Run 1, sequential cells grouped by signal name:
Bar = 50 um.
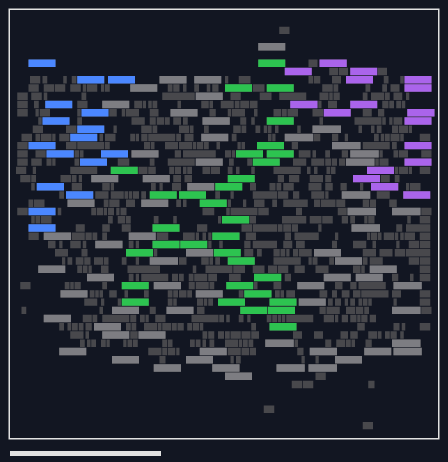
Run 1, routed metal, one colour a layer:
Two of the layers only.
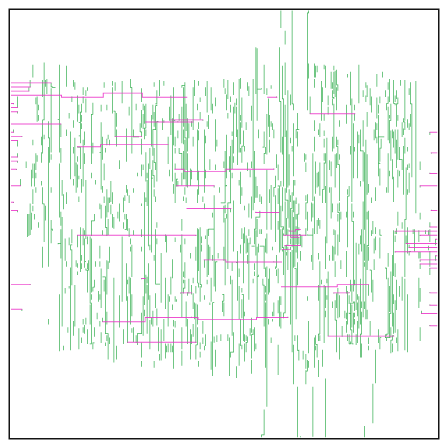
Run 1, the metal 1 layer:
Bar = 50 um. Supply wires on this layer in grey. Cells faint in the background.
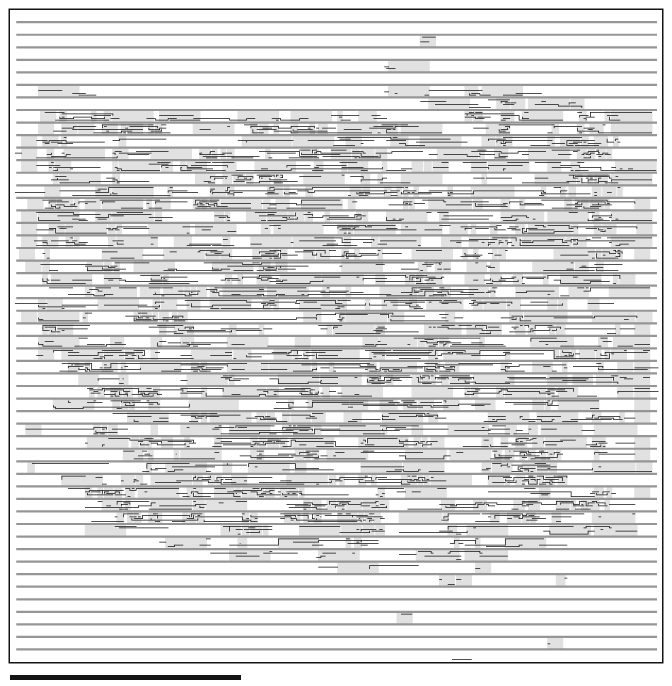
Run 1, wires at chosen ports, followed through buffers:
Bar = 50 um.
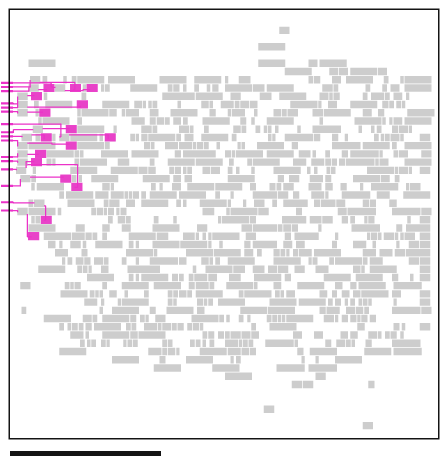
===== src/rtl/ss_pkg.sv =====
// ss_pkg: shared BCD digit type, overflow code and active-low 7-segment glyphs.
package ss_pkg;
    typedef logic [3:0] bcd_t;
    localparam bcd_t OVF_CODE = 4'hF;
    localparam logic [6:0] SEG_OFF = 7'b1111111;
    localparam logic [6:0] SEG_DASH = 7'b0111111;
    localparam logic [9:0][6:0] GLYPHS = {
        7'b0010000, 7'b0000000, 7'b1111000, 7'b0000010, 7'b0010010,
        7'b0011001, 7'b0110000, 7'b0100100, 7'b1111001, 7'b1000000
    };
    function automatic logic [6:0] glyph(input bcd_t d);
        return d < 4'd10 ? GLYPHS[d] : d == OVF_CODE ? SEG_DASH : SEG_OFF;
    endfunction
endpackage


===== src/rtl/ss_bin2bcd.sv =====
// ss_bin2bcd: sequential shift-add-3 converter, one bit per cycle; result register
// changes only on the completion edge so partial conversions are never exposed.
module ss_bin2bcd
    import ss_pkg::*;
#(
    parameter int BIN_W    = 16,
    parameter int N_DIGITS = 8
) (
    input  logic                  clk,
    input  logic                  rst,
    input  logic                  load,
    input  logic [BIN_W-1:0]      value,
    output logic                  busy,
    output logic                  done,
    output bcd_t [N_DIGITS-1:0]   digits
);
    localparam int CW = $clog2(BIN_W + 1);
    localparam logic [63:0] MAX_VAL = 64'(10 ** N_DIGITS) - 64'd1;
    logic busy_q, busy_d, done_q, done_d, ovf_q, ovf_d, start, last;
    logic [BIN_W-1:0] bin_q, bin_d;
    logic [CW-1:0] cnt_q, cnt_d;
    bcd_t [N_DIGITS-1:0] acc_q, acc_d, adj, digits_q, digits_d;
    logic [4*N_DIGITS:0] sh;
    always_comb begin
        for (int i = 0; i < N_DIGITS; i++)
            adj[i] = acc_q[i] >= 4'd5 ? acc_q[i] + 4'd3 : acc_q[i];
        sh = {adj, bin_q[BIN_W-1]};
        start = load && !busy_q;
        last = busy_q && cnt_q == CW'(BIN_W - 1);
        busy_d = start ? 1'b1 : last ? 1'b0 : busy_q;
        done_d = last;
        bin_d = start ? value : busy_q ? bin_q << 1 : bin_q;
        acc_d = start ? '0 : busy_q ? sh[4*N_DIGITS-1:0] : acc_q;
        cnt_d = start ? '0 : busy_q ? cnt_q + CW'(1) : cnt_q;
        ovf_d = start ? 64'(value) > MAX_VAL : ovf_q;
        digits_d = !last ? digits_q : ovf_q ? {N_DIGITS{OVF_CODE}} : sh[4*N_DIGITS-1:0];
    end
    always_ff @(posedge clk or posedge rst) begin
        if (rst) begin
            busy_q <= 1'b0;
            done_q <= 1'b0;
            ovf_q <= 1'b0;
            bin_q <= '0;
            cnt_q <= '0;
            acc_q <= '0;
            digits_q <= '0;
        end else begin
            busy_q <= busy_d;
            done_q <= done_d;
            ovf_q <= ovf_d;
            bin_q <= bin_d;
            cnt_q <= cnt_d;
            acc_q <= acc_d;
            digits_q <= digits_d;
        end
    end
    assign busy = busy_q;
    assign done = done_q;
    assign digits = digits_q;
endmodule


===== src/rtl/ss_scan_driver.sv =====
// ss_scan_driver: multiplexed 7-segment driver with BCD conversion, leading-zero
// blanking, per-digit decimal points and whole-display blinking.
module ss_scan_driver
    import ss_pkg::*;
#(
    parameter int N_DIGITS  = 8,
    parameter int BIN_W     = 16,
    parameter int SCAN_DIV  = 100000,
    parameter int BLINK_DIV = 64
) (
    input  logic                CLK100MHZ,
    input  logic                rst,
    input  logic [BIN_W-1:0]    value,
    input  logic                load,
    output logic                busy,
    output logic                done,
    input  logic                blank_lz,
    input  logic                blink_en,
    input  logic [N_DIGITS-1:0] dp_mask,
    output logic [6:0]          seg,
    output logic                dp,
    output logic [N_DIGITS-1:0] an
);
    localparam int PW = $clog2(SCAN_DIV);
    localparam int IW = N_DIGITS > 1 ? $clog2(N_DIGITS) : 1;
    localparam int BW = BLINK_DIV > 1 ? $clog2(BLINK_DIV) : 1;
    bcd_t [N_DIGITS-1:0] disp;
    logic [PW-1:0] pre_q, pre_d;
    logic [IW-1:0] idx_q, idx_d;
    logic [BW-1:0] blk_q, blk_d;
    logic phase_q, phase_d, dp_q, dp_d, tick, frame_end, blink_wrap, dark, zero_run;
    logic [6:0] seg_q, seg_d;
    logic [N_DIGITS-1:0] an_q, an_d, lz;
    ss_bin2bcd #(.BIN_W(BIN_W), .N_DIGITS(N_DIGITS)) u_conv (
        .clk(CLK100MHZ), .rst(rst), .load(load), .value(value),
        .busy(busy), .done(done), .digits(disp)
    );
    // outputs latch the slot for the current index, then the index moves on
    always_comb begin
        tick = pre_q == PW'(SCAN_DIV - 1);
        frame_end = tick && idx_q == IW'(N_DIGITS - 1);
        blink_wrap = frame_end && blk_q == BW'(BLINK_DIV - 1);
        pre_d = tick ? '0 : pre_q + PW'(1);
        idx_d = frame_end ? '0 : tick ? idx_q + IW'(1) : idx_q;
        blk_d = !blink_en ? '0 : blink_wrap ? '0 : frame_end ? blk_q + BW'(1) : blk_q;
        phase_d = blink_en && (phase_q ^ blink_wrap);
        zero_run = 1'b1;
        for (int i = N_DIGITS - 1; i >= 0; i--) begin
            zero_run = zero_run && disp[i] == 4'd0;
            lz[i] = zero_run;
        end
        dark = blink_en && phase_q;
        an_d = !tick ? an_q : dark ? '1 : ~(N_DIGITS'(1) << idx_q);
        seg_d = !tick ? seg_q : blank_lz && idx_q != '0 && lz[idx_q] ? SEG_OFF : glyph(disp[idx_q]);
        dp_d = !tick ? dp_q : !(dp_mask[idx_q] && !dark);
    end
    always_ff @(posedge CLK100MHZ or posedge rst) begin
        if (rst) begin
            pre_q <= '0;
            idx_q <= '0;
            blk_q <= '0;
            phase_q <= 1'b0;
            an_q <= '1;
            seg_q <= '1;
            dp_q <= 1'b1;
        end else begin
            pre_q <= pre_d;
            idx_q <= idx_d;
            blk_q <= blk_d;
            phase_q <= phase_d;
            an_q <= an_d;
            seg_q <= seg_d;
            dp_q <= dp_d;
        end
    end
    assign an = an_q;
    assign seg = seg_q;
    assign dp = dp_q;
endmodule


===== config.mk =====
export PLATFORM = sky130hd
export DESIGN_NAME = ss_scan_driver
export DESIGN_NICKNAME = d
export VERILOG_FILES = /design/src/rtl/ss_pkg.sv /design/src/rtl/ss_bin2bcd.sv /design/src/rtl/ss_scan_driver.sv
export SDC_FILE = /design/constraint.sdc
export NUM_CORES = 1
export LEC_CHECK = 0
export CORE_UTILIZATION = 35
export CTS_CLUSTER_SIZE = 40
export DETAILED_ROUTE_END_ITERATION = 10
export SETUP_SLACK_MARGIN = 0.3
export SLEW_MARGIN = 20
export SYNTH_ARGS = -nofsm -noshare
export SYNTH_HDL_FRONTEND = slang
export SYNTH_SLANG_ARGS = --single-unit

===== constraint.sdc =====
create_clock -name CLK100MHZ -period 8.85 [get_ports CLK100MHZ]
set_clock_uncertainty 0.15 [all_clocks]
set_input_delay 1.3275 -clock CLK100MHZ [delete_from_list [all_inputs] [get_ports CLK100MHZ]]
set_output_delay 1.3275 -clock CLK100MHZ [all_outputs]
set_load 0.05 [all_outputs]

==> reports/summary.txt, run 1 <==
status: completed
most frequent cell after synthesis: sky130_fd_sc_hd__dfrtp_1
number of sinks on the clock net: 130
cell depth of the worst setup path: 2
Chip Height: 141.4 um
FP Util: 35.98%
top cells by instance count after synthesis: sky130_fd_sc_hd__dfrtp_1, sky130_fd_sc_hd__nand2_1, sky130_fd_sc_hd__o21ai_0, sky130_fd_sc_hd__nor2_1, sky130_fd_sc_hd__mux2i_1
pin count of the biggest net entering global routing: 91
minimum clock period: 3.820 ns
area fraction of clock buffers and clock inverters: 7.330%
clk buf depth: 2
switching portion of total power: 35.65%
worst reg2reg endpoint: seg[3]
xor-xnor portion of the synthesized cell area: 3.221%
Global Route met3 Usage: 4.387%
clock tree from TritonCTS: done
Max-area cell share: 41.97%
buffers inserted by post-CTS timing repair: 0
hold path start: seg[6]
Top non-seq family: simple AND/OR/NAND/NOR gates
total power of the final layout: 2.405 mW
area post-placement: 0.007482 mm2
DR pass1 iterations: 4
share of the yosys chip area belonging to registers: 48.15%
cell depth of the worst hold path: 2
AO/OA Area Share: 12.53%
number of flops mapped to enable cells by yosys: 0
combined buffer and inverter count along the critical path: 2
Top Family by Delay on Critical Path: buffers and inverters
crit-path max cell delay: 0.94 ns
Most common reg cell: sky130_fd_sc_hd__dfrtp_1
Hold Violations, Final: 0
mean cell area of the mapped netlist: 9.967 um2
leakage dissipation: 3.518 nW
Worst setup EP type: primary output
reported max-cap violation count: 0
reg-to-reg startpoint: idx_q[0]
detailed-route DRC error count: 0
Peak VDD IR: 0.1294 mV
Worst Hold Endpoint: seg[6]
About 'sequential cells grouped by signal name':
[`u_conv.bin_q`] blue | placed flops: 16
[`pre_q`] purple | placed flops: 17 | where: top right
[`u_conv.digits`] green | placed flops: 32 | where: middle
FF+latch area: 0.003274 mm2
total sequential power: 913 uW
Core Util, Final: 42.74%
sequential share of cell area: 40.55%

About 'routed metal, one colour a layer':
[metal 3] magenta | wire length: 616 um
[metal 2] green | wire length: 6460 um
overall track demand over capacity in global routing: 15.07%
post-detailed-route wirelength per cell: 14.34 um
Routed Wire Length: 14240 um

About 'the metal 1 layer':
longest straight run: 40.5 um
main direction: horizontal
nets with wire on the layer: 685
routed vias: 4969
global routing usage on met1: 19.96%

About 'wires at chosen ports, followed through buffers':
[`value`] magenta | direction: input | edge: left | end cells: 16 | buffers: 16 | wire: 254 um
number of input and output port buffers inserted: 46
count of boundary I/O pins: 47

--- run 2 (diff from run 1) ---
- clock period: 8.85 -> 3.5 ns (I/O delays scaled with it)
==> reports/summary.txt, run 2 <==
sequential share of cell area: 40.35% (was 40.55%)
total power of the final layout: 6.000 mW (was 2.405 mW)
area fraction of clock buffers and clock inverters: 7.262% (was 7.330%)
reg-to-reg startpoint: idx_q[0] (unchanged)
worst reg2reg endpoint: seg[0] (was seg[3])
detailed-route DRC error count: 0 (unchanged)
number of flops mapped to enable cells by yosys: 0 (unchanged)
AO/OA Area Share: 12.53% (unchanged)
switching portion of total power: 35.17% (was 35.65%)
Worst setup EP type: flop (was primary output)
Chip Height: 141.4 um (unchanged)
Max-area cell share: 41.97% (unchanged)
Hold Violations, Final: 0 (unchanged)
status: completed (unchanged)
post-detailed-route wirelength per cell: 14.46 um (was 14.34 um)
clk buf depth: 2 (unchanged)
buffers inserted by post-CTS timing repair: 0 (unchanged)
FP Util: 35.98% (unchanged)
minimum clock period: 2.662 ns
Worst Hold Endpoint: u_conv.bin_q[2] (was seg[6])
pin count of the biggest net entering global routing: 131 (was 91)
Buffers, non-clock: 54 (was 50)
area post-placement: 0.007526 mm2 (was 0.007482 mm2)
Peak VDD IR: 0.3749 mV (was 0.1294 mV)
most frequent cell after synthesis: sky130_fd_sc_hd__dfrtp_1 (unchanged)
FF+latch area: 0.003274 mm2 (unchanged)
DR pass1 iterations: 5 (was 4)
Most common reg cell: sky130_fd_sc_hd__dfrtp_1 (unchanged)
clock-pin slew on the worst setup and hold paths: 0.06 ns (about the same)
Top non-seq family: simple AND/OR/NAND/NOR gates (unchanged)
total sequential power: 2.32 mW (was 913 uW)
cell depth of the worst setup path: 7 (was 2)
hold path start: u_conv.bin_q[1] (was seg[6])
count of boundary I/O pins: 47 (unchanged)
mean cell area of the mapped netlist: 9.967 um2 (unchanged)
crit-path max cell delay: 0.77 ns (was 0.94 ns)
top cells by instance count after synthesis: sky130_fd_sc_hd__dfrtp_1, sky130_fd_sc_hd__nand2_1, sky130_fd_sc_hd__o21ai_0, sky130_fd_sc_hd__nor2_1, sky130_fd_sc_hd__mux2i_1 (unchanged)
share of the yosys chip area belonging to registers: 48.15% (unchanged)
Antenna Diode Count: 0 (unchanged)
combined buffer and inverter count along the critical path: 1 (was 2)
xor-xnor portion of the synthesized cell area: 3.221% (unchanged)
Global Route met3 Usage: 3.982% (was 4.387%)
category of the worst setup path launch point: flop (unchanged)
leakage dissipation: 3.542 nW (was 3.518 nW)
Run 2, routed metal, one colour a layer:
Two of the layers only.
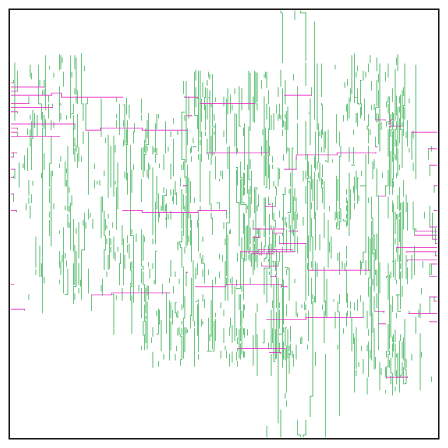
overall track demand over capacity in global routing: 15.83%
Routed Wire Length: 14410 um

Run 2, the metal 1 layer:
Bar = 50 um. Supply wires on this layer in grey. Cells faint in the background.
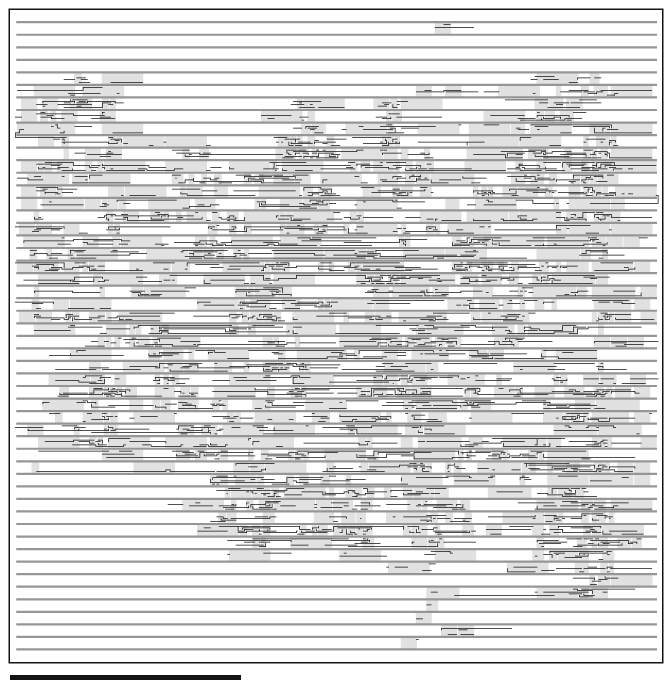
nets with wire on the layer: 704
main direction: horizontal
wire length on this layer: 6950 um
longest straight run: 35.0 um
global routing usage on met1: 21.29%
routed vias: 5011

--- run 3 (diff from run 2) ---
- clock period: 3.5 -> 2.35 ns (I/O delays scaled with it)
==> reports/summary.txt, run 3 <==
total power of the final layout: 9.426 mW (was 6.000 mW)
crit-path max cell delay: 0.52 ns (was 0.77 ns)
combined buffer and inverter count along the critical path: 2 (was 1)
share of the yosys chip area belonging to registers: 48.15% (unchanged)
Most common reg cell: sky130_fd_sc_hd__dfrtp_1 (unchanged)
Max-area cell share: 41.97% (unchanged)
area fraction of clock buffers and clock inverters: 7.508% (was 7.262%)
buffers inserted by post-CTS timing repair: 3 (was 0)
Top Family by Delay on Critical Path: multiplexers (unchanged)
xor-xnor portion of the synthesized cell area: 3.221% (unchanged)
pin count of the biggest net entering global routing: 49 (was 131)
number of input and output port buffers inserted: 46 (unchanged)
reported max-cap violation count: 0 (unchanged)
reg-to-reg startpoint: idx_q[0] (unchanged)
Peak VDD IR: 0.6304 mV (was 0.3749 mV)
global routing usage on met1: 22.97% (was 21.29%)
status: completed (unchanged)
leakage dissipation: 3.695 nW (was 3.542 nW)
clock tree from TritonCTS: done (unchanged)
Top non-seq family: simple AND/OR/NAND/NOR gates (unchanged)
category of the worst setup path launch point: flop (unchanged)
minimum clock period: 2.219 ns (was 2.662 ns)
number of sinks on the clock net: 130 (unchanged)
Hold Violations, Final: 0 (unchanged)
sequential share of cell area: 38.39% (was 40.35%)
Run 3, wires at chosen ports, followed through buffers:
Bar = 50 um.
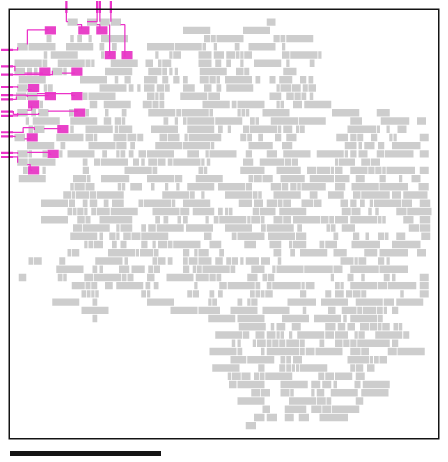
[`value`] magenta | direction: input | edge: 12 left, 4 top | end cells: 16 | buffers: 16 | wire: 182 um

Run 3, routed metal, one colour a layer:
Two of the layers only.
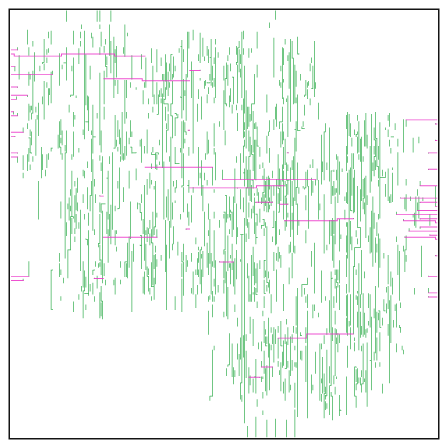
[metal 2] green | wire length: 6560 um
[metal 3] magenta | wire length: 418 um
routed vias: 5107
Routed Wire Length: 14680 um
post-detailed-route wirelength per cell: 14.35 um
overall track demand over capacity in global routing: 15.97%

Power is estimated from default activity; no workload was simulated.
